<file path="src/rtl/pe_conv_window_buffer_if.sv">
// Pixel-in / window-out handshake bundle for the convolution window buffer.
// Both channels transfer when valid && ready are high at a posedge; a producer holds valid and its payload until then.
interface pe_conv_window_buffer_if #(
   parameter int pIN_CHANNEL  = 1,
   parameter int pDATA_WIDTH  = 8,
   parameter int pIMG_WIDTH   = 28,
   parameter int pIMG_HEIGHT  = 28,
   parameter int pKERNEL_SIZE = 3
) ();
   localparam int CW  = pIN_CHANNEL * pDATA_WIDTH;
   localparam int WW  = pKERNEL_SIZE * pKERNEL_SIZE * CW;
   localparam int RW  = $clog2(pIMG_HEIGHT);
   localparam int CLW = $clog2(pIMG_WIDTH);

   logic           in_valid;
   logic           in_ready;
   logic [CW-1:0]  in_data;
   logic           window_valid;
   logic           window_ready;
   logic [WW-1:0]  window;
   logic [RW-1:0]  out_row;
   logic [CLW-1:0] out_col;
   logic           frame_done;

   modport master (
      output in_valid, in_data, window_ready,
      input  in_ready, window_valid, window, out_row, out_col, frame_done
   );

   modport slave (
      input  in_valid, in_data, window_ready,
      output in_ready, window_valid, window, out_row, out_col, frame_done
   );
endinterface

</file>
<file path="src/rtl/pe_conv_window_buffer.sv">
// Raster-order line buffer and KxK sliding-window generator (stride 1, no padding)
// feeding the convolution PE; a presented window is held until the PE accepts it.
module pe_conv_window_buffer #(
   parameter int pIN_CHANNEL  = 1,
   parameter int pDATA_WIDTH  = 8,
   parameter int pIMG_WIDTH   = 28,
   parameter int pIMG_HEIGHT  = 28,
   parameter int pKERNEL_SIZE = 3
) (
   input logic clk,
   input logic rst,
   pe_conv_window_buffer_if.slave bus
);
   localparam int K   = pKERNEL_SIZE;
   localparam int CW  = pIN_CHANNEL * pDATA_WIDTH;
   localparam int WW  = K * K * CW;
   localparam int RW  = $clog2(pIMG_HEIGHT);
   localparam int CLW = $clog2(pIMG_WIDTH);

   localparam logic [RW-1:0]  ROW_LAST = RW'(pIMG_HEIGHT - 1);
   localparam logic [CLW-1:0] COL_LAST = CLW'(pIMG_WIDTH - 1);
   localparam logic [RW-1:0]  ROW_K    = RW'(K - 1);
   localparam logic [CLW-1:0] COL_K    = CLW'(K - 1);

   logic [RW-1:0]  row_r;
   logic [CLW-1:0] col_r;
   logic           window_valid_r;
   logic [RW-1:0]  out_row_r;
   logic [CLW-1:0] out_col_r;
   logic           frame_done_r;
   logic           in_fire;
   logic           win_fire;

   logic [CW-1:0]  win_r  [K][K];
   logic [CW-1:0]  lb     [K-1][pIMG_WIDTH];
   logic [CW-1:0]  lb_out [K-1];
   logic [WW-1:0]  window_flat;

   // The only stall source is an unaccepted window occupying the output.
   assign bus.in_ready = !window_valid_r || bus.window_ready;
   assign in_fire      = bus.in_valid && bus.in_ready;
   assign win_fire     = window_valid_r && bus.window_ready;

   assign bus.window_valid = window_valid_r;
   assign bus.window       = window_flat;
   assign bus.out_row      = out_row_r;
   assign bus.out_col      = out_col_r;
   assign bus.frame_done   = frame_done_r;

   always_comb begin
      for (int i = 0; i < K - 1; i++) begin
         lb_out[i] = lb[i][col_r];
      end
   end

   // Cascaded row delays: buffer i returns the pixel i+1 rows above the current one.
   always_ff @(posedge clk) begin
      if (in_fire) begin
         lb[0][col_r] <= bus.in_data;
         for (int i = 1; i < K - 1; i++) begin
            lb[i][col_r] <= lb_out[i-1];
         end
      end
   end

   always_ff @(posedge clk or negedge rst) begin
      if (!rst) begin
         for (int r = 0; r < K; r++) begin
            for (int c = 0; c < K; c++) begin
               win_r[r][c] <= '0;
            end
         end
      end else if (in_fire) begin
         for (int r = 0; r < K; r++) begin
            for (int c = 0; c < K - 1; c++) begin
               win_r[r][c] <= win_r[r][c+1];
            end
         end
         for (int r = 0; r < K - 1; r++) begin
            win_r[r][K-1] <= lb_out[K-2-r];
         end
         win_r[K-1][K-1] <= bus.in_data;
      end
   end

   always_comb begin
      window_flat = '0;
      for (int r = 0; r < K; r++) begin
         for (int c = 0; c < K; c++) begin
            window_flat[(r*K+c)*CW +: CW] = win_r[r][c];
         end
      end
   end

   // The column gate also rejects windows that would wrap across a row boundary.
   always_ff @(posedge clk or negedge rst) begin
      if (!rst) begin
         row_r          <= '0;
         col_r          <= '0;
         window_valid_r <= 1'b0;
         out_row_r      <= '0;
         out_col_r      <= '0;
         frame_done_r   <= 1'b0;
      end else begin
         frame_done_r <= in_fire && (row_r == ROW_LAST) && (col_r == COL_LAST);
         if (in_fire) begin
            if (col_r == COL_LAST) begin
               col_r <= '0;
               row_r <= (row_r == ROW_LAST) ? '0 : row_r + RW'(1);
            end else begin
               col_r <= col_r + CLW'(1);
            end
            window_valid_r <= (row_r >= ROW_K) && (col_r >= COL_K);
            out_row_r      <= row_r - ROW_K;
            out_col_r      <= col_r - COL_K;
         end else if (win_fire) begin
            window_valid_r <= 1'b0;
         end
      end
   end
endmodule
</file>
<file path="src/flat_wrapper.sv">
// flat-port wrapper written by rule: the top's interface ports become plain ports
module pe_conv_window_buffer_flat 
#(
   parameter int pIN_CHANNEL  = 1,
   parameter int pDATA_WIDTH  = 8,
   parameter int pIMG_WIDTH   = 28,
   parameter int pIMG_HEIGHT  = 28,
   parameter int pKERNEL_SIZE = 3
)
  (clk, rst, bus_in_valid, bus_in_data, bus_window_ready, bus_in_ready, bus_window_valid, bus_window, bus_out_row, bus_out_col, bus_frame_done);
  pe_conv_window_buffer_if #(.pIN_CHANNEL(pIN_CHANNEL), .pDATA_WIDTH(pDATA_WIDTH), .pIMG_WIDTH(pIMG_WIDTH), .pIMG_HEIGHT(pIMG_HEIGHT), .pKERNEL_SIZE(pKERNEL_SIZE)) bus_i ();
  input logic clk;
  input logic rst;
  input wire logic [$bits(bus_i.in_valid)-1:0] bus_in_valid;
  input wire logic [$bits(bus_i.in_data)-1:0] bus_in_data;
  input wire logic [$bits(bus_i.window_ready)-1:0] bus_window_ready;
  output wire logic [$bits(bus_i.in_ready)-1:0] bus_in_ready;
  output wire logic [$bits(bus_i.window_valid)-1:0] bus_window_valid;
  output wire logic [$bits(bus_i.window)-1:0] bus_window;
  output wire logic [$bits(bus_i.out_row)-1:0] bus_out_row;
  output wire logic [$bits(bus_i.out_col)-1:0] bus_out_col;
  output wire logic [$bits(bus_i.frame_done)-1:0] bus_frame_done;
  assign bus_i.in_valid = bus_in_valid;
  assign bus_i.in_data = bus_in_data;
  assign bus_i.window_ready = bus_window_ready;
  assign bus_in_ready = bus_i.in_ready;
  assign bus_window_valid = bus_i.window_valid;
  assign bus_window = bus_i.window;
  assign bus_out_row = bus_i.out_row;
  assign bus_out_col = bus_i.out_col;
  assign bus_frame_done = bus_i.frame_done;
  pe_conv_window_buffer #(.pIN_CHANNEL(pIN_CHANNEL), .pDATA_WIDTH(pDATA_WIDTH), .pIMG_WIDTH(pIMG_WIDTH), .pIMG_HEIGHT(pIMG_HEIGHT), .pKERNEL_SIZE(pKERNEL_SIZE)) u_core (.clk(clk), .rst(rst), .bus(bus_i));
endmodule
</file>
<file path="config.mk">
export PLATFORM = sky130hd
export DESIGN_NAME = pe_conv_window_buffer_flat
export DESIGN_NICKNAME = d
export VERILOG_FILES = /design/src/rtl/pe_conv_window_buffer_if.sv /design/src/rtl/pe_conv_window_buffer.sv /design/src/flat_wrapper.sv
export SDC_FILE = /design/constraint.sdc
export NUM_CORES = 1
export LEC_CHECK = 0
export CAP_MARGIN = 20
export CORE_MARGIN = 1
export CORE_UTILIZATION = 41
export CTS_BUF_LIST = sky130_fd_sc_hd__clkbuf_8
export CTS_CLUSTER_DIAMETER = 150
export DETAILED_ROUTE_END_ITERATION = 16
export GPL_TIMING_DRIVEN = 0
export SLEW_MARGIN = 20
export SYNTH_ARGS = -nofsm -noshare
export SYNTH_HDL_FRONTEND = slang
export SYNTH_SLANG_ARGS = --single-unit
</file>
<file path="constraint.sdc">
create_clock -name clk -period 4.8 [get_ports clk]
set_input_delay 1.2 -clock clk [delete_from_list [all_inputs] [get_ports clk]]
set_output_delay 1.2 -clock clk [all_outputs]
set_load 0.05 [all_outputs]
</file>
Fig. 1: supply network
Scale: 1.5 px per um. Pins as bars on the die edge.
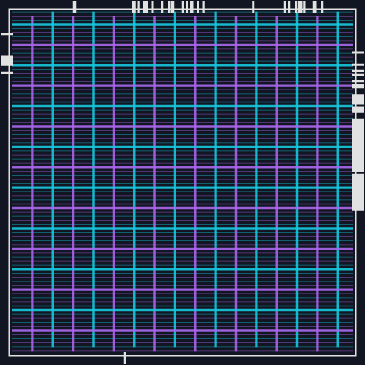
[VSS] purple
[VDD] cyan
rows: 83
signal pins: 97
met1 rails: 84
met4 straps: 16
core area: 0.05130 sq mm
IR drop worst, VDD: 305.3 uV

Fig. 2: wiring by layer
Scale: 2 px per um.
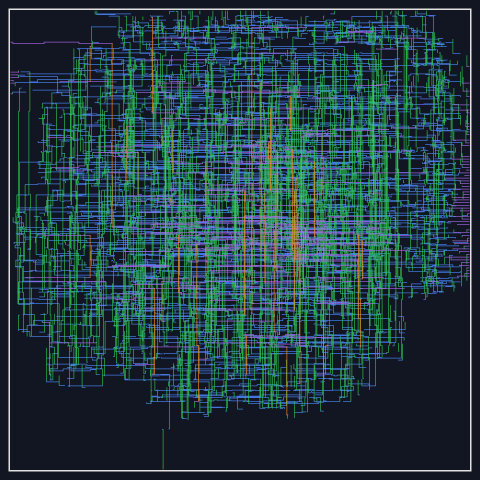
[M1] blue | wire length: 24.2 mm
[M2] green | wire length: 26.5 mm
[M4] orange | wire length: 2,070 um
[M3] purple | wire length: 4,800 um

==> ci_impl_report.md <==
## Implementation flow summary

| Metric | Value |
|---|---|
| Run status | `finished, violations left` |
| Failing checks | `DRC` |
| Final #Nets | `1,508` |
| ANT cells | `0` |
| P_sw | `6.626 mW` |
| Met3 WL | `4.804 mm` |
| Hold Buf Count CTS | `0` |
| Logic area | `0.005210 sq mm` |
| Cell taking the most area after synthesis | `edfxtp_1` |
| WP data arrival | `4530 ps` |
| Pwr/cell area | `675.6 mW/mm^2` |
| YS chip area | `~0.021 sq mm` |
| WL met1 | `around 24 mm` |
| Leak | `between 9 and 10 nW` |
| CP dominant cell by count | `clkbuf_1` |
| Crit-path slowest cell | `clkbuf_1` |
| Seq cells post-synth | `between 500 and 600` |
| Via-to-Cell Ratio | `between 5 and 6` |
| Largest net degree at the start of global routing | `around 63` |
| Yosys warns | `0` |
| Count of tool warnings | `32` |
| Top logic family | `multiplexers` |
| Syn Std Cell Area | `about 0.021 sq mm` |
| Post-route DRC | `2` |
| EDFF count, synth | `approximately 450` |
| Met2 WL | `roughly 27 mm` |
| WL per Instance | `approximately 26 um` |
| Floorplan net count | `1,285` |
| FA/HA/MAJ Cells, Area Fraction | `0.5872%` |
| Crit path DRT | `~5200 ps` |
| Worst hold path class | `in2async` |
| GRT Max-Usage Layer | `met2` |
| Tmin final | `4178 ps` |
| GRT overflow | `0` |
| Fill cell count | `between 4,000 and 5,000` |
| Antenna-violating nets left | `0` |
| 1st-iter DRT viols | `1,375` |
| Drt total wl | `around 58 mm` |
| Xor/xnor share | `less than 1%` |
Fig. 3: clock nets
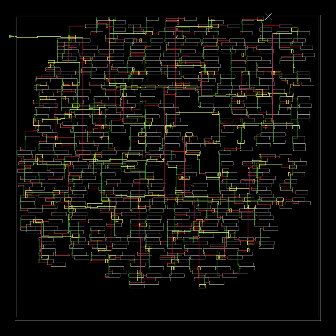
Clock Sinks: 542
flop count: 542
CTS Buf Count: 87
Worst Skew: 46.81 ps

-- state kept, by name, indices dropped and copies added, names as in the netlist --
register,cells
u_core.bus.out_row,5
u_core.row_r,5
u_core.col_r,5
u_core.bus.out_col,5
u_core.bus.frame_done,1
u_core.bus.window,72
u_core.bus.window_valid,1
u_core.lb,448
-- power groups by stage --
stage | clock network [mW] | registers (mW) | logic, mW
6_report | 3.74 | 6.68 | 6.70
4_1_cts | 3.80 | 6.68 | 6.68
3_5_place_dp | 0 | 6.77 | 6.66
3_3_place_gp | 0 | 6.83 | 6.23
5_1_grt | 3.99 | 6.74 | 7.01
2_1_floorplan | 0 | 7.77 | 2.91
-- critical path: cells and delay by family --
| kind | cells | cell delay (ps) |
|---|---|---|
| buf+inv | 5 | 1770 |
| simple gates | 4 | 1550 |
-- how the worst max path moves through the flow --
stage / start / to / depth (start not counted)
2_1_floorplan: bus_window_ready / u_core.lb[0][136] / 6
3_3_place_gp: bus_window_ready / u_core.lb[0][148] / 7
3_5_place_dp: bus_window_ready / u_core.lb[0][139] / 9
4_1_cts: bus_window_ready / u_core.lb[0][139] / 9
5_1_grt: bus_window_ready / u_core.lb[0][139] / 9
6_report: bus_window_ready / u_core.lb[0][139] / 9
-- per-stage QoR --
stage	hold slack, ps	power (mW)	area, sq um	cells	setup slack, ps
after global placement	460.3	13.06	23120	2039	-1547
after global routing	414.3	17.73	25340	2238	547.6
after CTS	379.6	17.16	25360	2238	693.7
after floorplan	508.7	10.68	21310	1263	779.0
after detailed placement	462.9	13.43	23730	2077	0.8900
final	403.5	17.12	25340	2238	622.5
-- area by class of cell --
cell class	instances	share of cell area [%]
flip-flops and latches	542	62.38
plain buffers	67	1.674
inverters	9	0.1333
well taps	680	3.358
repair buffers	134	5.437
clock inverters	63	1.136
multi-input cells	645	20.56
clock buffers	98	5.323
Power and IR drop assume default switching activity.
